`config.mk`:
```
export PLATFORM = sky130hd
export DESIGN_NAME = imem_fetch_ctrl
export DESIGN_NICKNAME = d
export VERILOG_FILES = /design/src/rtl/imem_pkg.sv /design/src/rtl/fetch_pc_unit.sv /design/src/rtl/imem_fetch_ctrl.sv
export SDC_FILE = /design/constraint.sdc
export NUM_CORES = 1
export LEC_CHECK = 0
export CAP_MARGIN = 20
export CORE_ASPECT_RATIO = 1.25
export CORE_UTILIZATION = 39
export DETAILED_ROUTE_END_ITERATION = 10
export PLACE_DENSITY_LB_ADDON = 0.08
export SETUP_SLACK_MARGIN = 0.15
export SLEW_MARGIN = 20
export SYNTH_ARGS = -nofsm -noshare
export SYNTH_HDL_FRONTEND = slang
export SYNTH_SLANG_ARGS = --single-unit
export TNS_END_PERCENT = 30
```
`constraint.sdc`:
```
create_clock -name clk -period 3.9 [get_ports clk]
set_clock_uncertainty 0.05 [all_clocks]
set_input_delay 0.78 -clock clk [delete_from_list [all_inputs] [get_ports clk]]
set_output_delay 0.78 -clock clk [all_outputs]
set_load 0.05 [all_outputs]
```
`src/rtl/imem_pkg.sv`:
```
// Shared definitions for the instruction-memory fetch controller and the imem it drives.
package imem_pkg;

  localparam int IMEM_DEPTH    = 400;
  localparam int IMEM_WORD_W   = 32;
  localparam int IMEM_RESET_PC = 0;

  typedef enum logic [1:0] {
    BOOT = 2'd0,
    LOAD = 2'd1,
    RUN  = 2'd2,
    HALT = 2'd3
  } fetch_state_t;

endpackage

```
`src/rtl/fetch_pc_unit.sv`:
```
// Program counter for the RUN phase: next-pc selection, pc register and range check.
import imem_pkg::*;

module fetch_pc_unit #(
  parameter int DEPTH    = IMEM_DEPTH,
  parameter int WORD_W   = IMEM_WORD_W,
  parameter int RESET_PC = IMEM_RESET_PC
) (
  input  logic              clk,
  input  logic              rst_n,
  input  logic              run,
  input  logic              stall,
  input  logic              redirect_valid,
  input  logic [WORD_W-1:0] redirect_target,
  input  logic              halt_req,
  output logic [WORD_W-1:0] pc,
  output logic              oob
);

  localparam logic [WORD_W-1:0] DEPTH_W = WORD_W'(DEPTH);
  localparam logic [WORD_W-1:0] RESET_W = WORD_W'(RESET_PC);

  logic [WORD_W-1:0] pc_inc;
  logic [WORD_W-1:0] pc_next;
  logic              target_oob;
  logic              seq_oob;

  // A halt request wins outright, so an illegal redirect in the same cycle is not a fault.
  always_comb begin
    pc_inc     = pc + WORD_W'(1);
    target_oob = (redirect_target >= DEPTH_W);
    seq_oob    = (pc_inc >= DEPTH_W);
    oob        = 1'b0;
    if (run && !halt_req) begin
      if (redirect_valid) begin
        oob = target_oob;
      end else if (!stall) begin
        oob = seq_oob;
      end
    end
  end

  always_comb begin
    pc_next = pc;
    if (run && !halt_req && !oob) begin
      if (redirect_valid) begin
        pc_next = redirect_target;
      end else if (!stall) begin
        pc_next = pc_inc;
      end
    end
  end

  always_ff @(posedge clk or negedge rst_n) begin
    if (!rst_n) begin
      pc <= RESET_W;
    end else begin
      pc <= pc_next;
    end
  end

endmodule

```
`src/rtl/imem_fetch_ctrl.sv`:
```
// Boot-loads program words into imem, then hands the memory to the core as a fetch port.
import imem_pkg::*;

module imem_fetch_ctrl #(
  parameter int DEPTH    = IMEM_DEPTH,
  parameter int WORD_W   = IMEM_WORD_W,
  parameter int RESET_PC = IMEM_RESET_PC
) (
  input  logic              clk,
  input  logic              rst_n,
  input  logic              load_valid,
  input  logic [WORD_W-1:0] load_data,
  input  logic              load_done,
  output logic              load_ready,
  output logic [WORD_W-1:0] imem_addr,
  output logic [WORD_W-1:0] imem_wdata,
  output logic              imem_we,
  input  logic [WORD_W-1:0] imem_rdata,
  input  logic              stall,
  input  logic              redirect_valid,
  input  logic [WORD_W-1:0] redirect_target,
  input  logic              halt_req,
  output logic [WORD_W-1:0] instr,
  output logic              instr_valid,
  output logic [WORD_W-1:0] fetch_pc,
  output logic [WORD_W-1:0] load_count,
  output logic              fault
);

  localparam logic [WORD_W-1:0] DEPTH_W = WORD_W'(DEPTH);

  fetch_state_t      state;
  fetch_state_t      state_next;
  logic [WORD_W-1:0] pc;
  logic              oob;
  logic              room;
  logic              handshake;
  logic              last_word;

  fetch_pc_unit #(
    .DEPTH    (DEPTH),
    .WORD_W   (WORD_W),
    .RESET_PC (RESET_PC)
  ) u_pc (
    .clk             (clk),
    .rst_n           (rst_n),
    .run             (state == RUN),
    .stall           (stall),
    .redirect_valid  (redirect_valid),
    .redirect_target (redirect_target),
    .halt_req        (halt_req),
    .pc              (pc),
    .oob             (oob)
  );

  always_comb begin
    room      = (load_count < DEPTH_W);
    handshake = (state == LOAD) && load_valid && room;
    last_word = handshake && ((load_count + WORD_W'(1)) == DEPTH_W);
  end

  always_ff @(posedge clk or negedge rst_n) begin
    if (!rst_n) begin
      state <= BOOT;
    end else begin
      state <= state_next;
    end
  end

  always_comb begin
    state_next = state;
    unique case (state)
      BOOT: state_next = LOAD;
      LOAD: if (load_done || last_word) state_next = RUN;
      RUN:  if (halt_req || oob) state_next = HALT;
      HALT: state_next = HALT;
      default: state_next = BOOT;
    endcase
  end

  always_ff @(posedge clk or negedge rst_n) begin
    if (!rst_n) begin
      load_count <= '0;
      fault      <= 1'b0;
    end else begin
      if (handshake) begin
        load_count <= load_count + WORD_W'(1);
      end
      if ((state == RUN) && oob) begin
        fault <= 1'b1;
      end
    end
  end

  // Single imem port: the loader owns it in LOAD, the pc owns it afterwards.
  always_comb begin
    load_ready  = 1'b0;
    imem_addr   = '0;
    imem_wdata  = '0;
    imem_we     = 1'b0;
    instr       = '0;
    instr_valid = 1'b0;
    fetch_pc    = '0;
    unique case (state)
      BOOT: begin
      end
      LOAD: begin
        load_ready = room;
        imem_addr  = load_count;
        fetch_pc   = pc;
        if (handshake) begin
          imem_we    = 1'b1;
          imem_wdata = load_data;
        end
      end
      RUN: begin
        imem_addr   = pc;
        instr       = imem_rdata;
        instr_valid = 1'b1;
        fetch_pc    = pc;
      end
      HALT: begin
        imem_addr = pc;
        fetch_pc  = pc;
      end
      default: begin
      end
    endcase
  end

endmodule
```
congestion.png
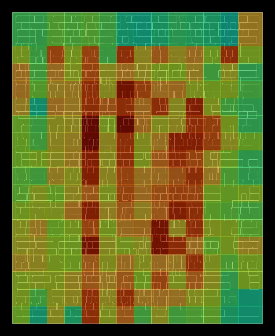
M2 GR Usage: 0.491
GR Util met3: 0.0864
Routed wire per std cell: 18.7 um

sizes.png
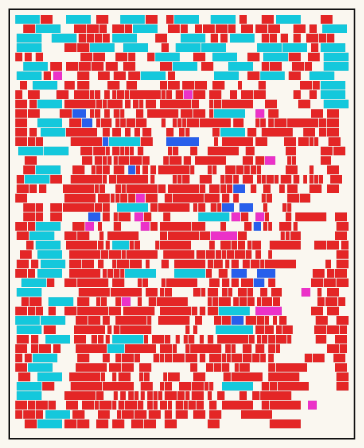
legend:
  _0 and _1 cells:
    color: red
    cells: 708
    share: 87%
  _3 and _4 cells:
    color: magenta
    cells: 15
    share: 1.8%
  _6 and larger:
    color: cyan
    cells: 79
    share: 9.7%
  _2 cells:
    color: blue
    cells: 14
    share: 1.7%
non-clock buffer count: 277
design area: 8240 um2
Final WS setup: 0.495 ns

==> impl_metrics.json <==
{
  "drt_iter0_markers": 403,
  "clkbuf_count": 14,
  "vias": 5303,
  "place_ws_ns": 0.558,
  "htreeDepth": 3,
  "ys_top_cells_by_count": "nand2_1, dfrtp_1, clkbuf_1, and2_1, o21ai_0",
  "coreArea_um2": 11600,
  "hold_depth": 0,
  "top_cell_area_share": 0.363,
  "n_all_inverters": 13,
  "crit_type": "reg2reg",
  "routed_via_density": 5.56,
  "numSynthFlops": 67,
  "power_frac_seq": 0.423,
  "warnings": 27,
  "place_area_um2": 7940,
  "ys_warn_count": 0,
  "lay_top_count": "clkdlybuf4s50_1",
  "report.final.hold_viol_count": 0,
  "status": "complete, no violations",
  "cts_sinks": 67,
  "synthTopCellsByArea": "dfrtp_1, nand2_1, and2_1, clkbuf_1, and3_1",
  "post_cts_resized": 0,
  "synth_top_cell_by_area": "dfrtp_1",
  "adder_share": 0.00812,
  "drive_above_1_share": 0.132,
  "hp-start": "load_count[17]$_DFFE_PN0P_",
  "reg2regPathDepth": 9,
  "ir_drop_v": 0.000198,
  "synth-simple-area-share": 0.377,
  "regArea_um2": 1680,
  "antenna_cells": 0,
  "power_per_cell_area_nw_per_um2": 200,
  "logic_area_um2": 2630,
  "rr_endpoint": "u_pc.pc[4]$_DFFE_PN0P_"
}
## sequential cells by signal (all words and copies together), names as in the netlist
| signal | flops |
|---|---|
| fault | 1 |
| u_pc.pc | 32 |
| state | 2 |
| load_count | 32 |
## kinds of logic after synthesis
logic type / Yosys count
AOI/OAI and AO/OA: 99
xor gates and xnor gates: 14
adders and majority gates: 3
buffers and inverters: 84
DFF: 67
muxes: 6
and+or+nand+nor: 321
## routing by layer
metal  up-vias  share of wire  routed length [um]
met5         -              0                   0
met4         0          0.021                 380
met3        33          0.093                1660
met2       282           0.51                9160
met1      2492           0.37                6670
li1       2496              -                   -
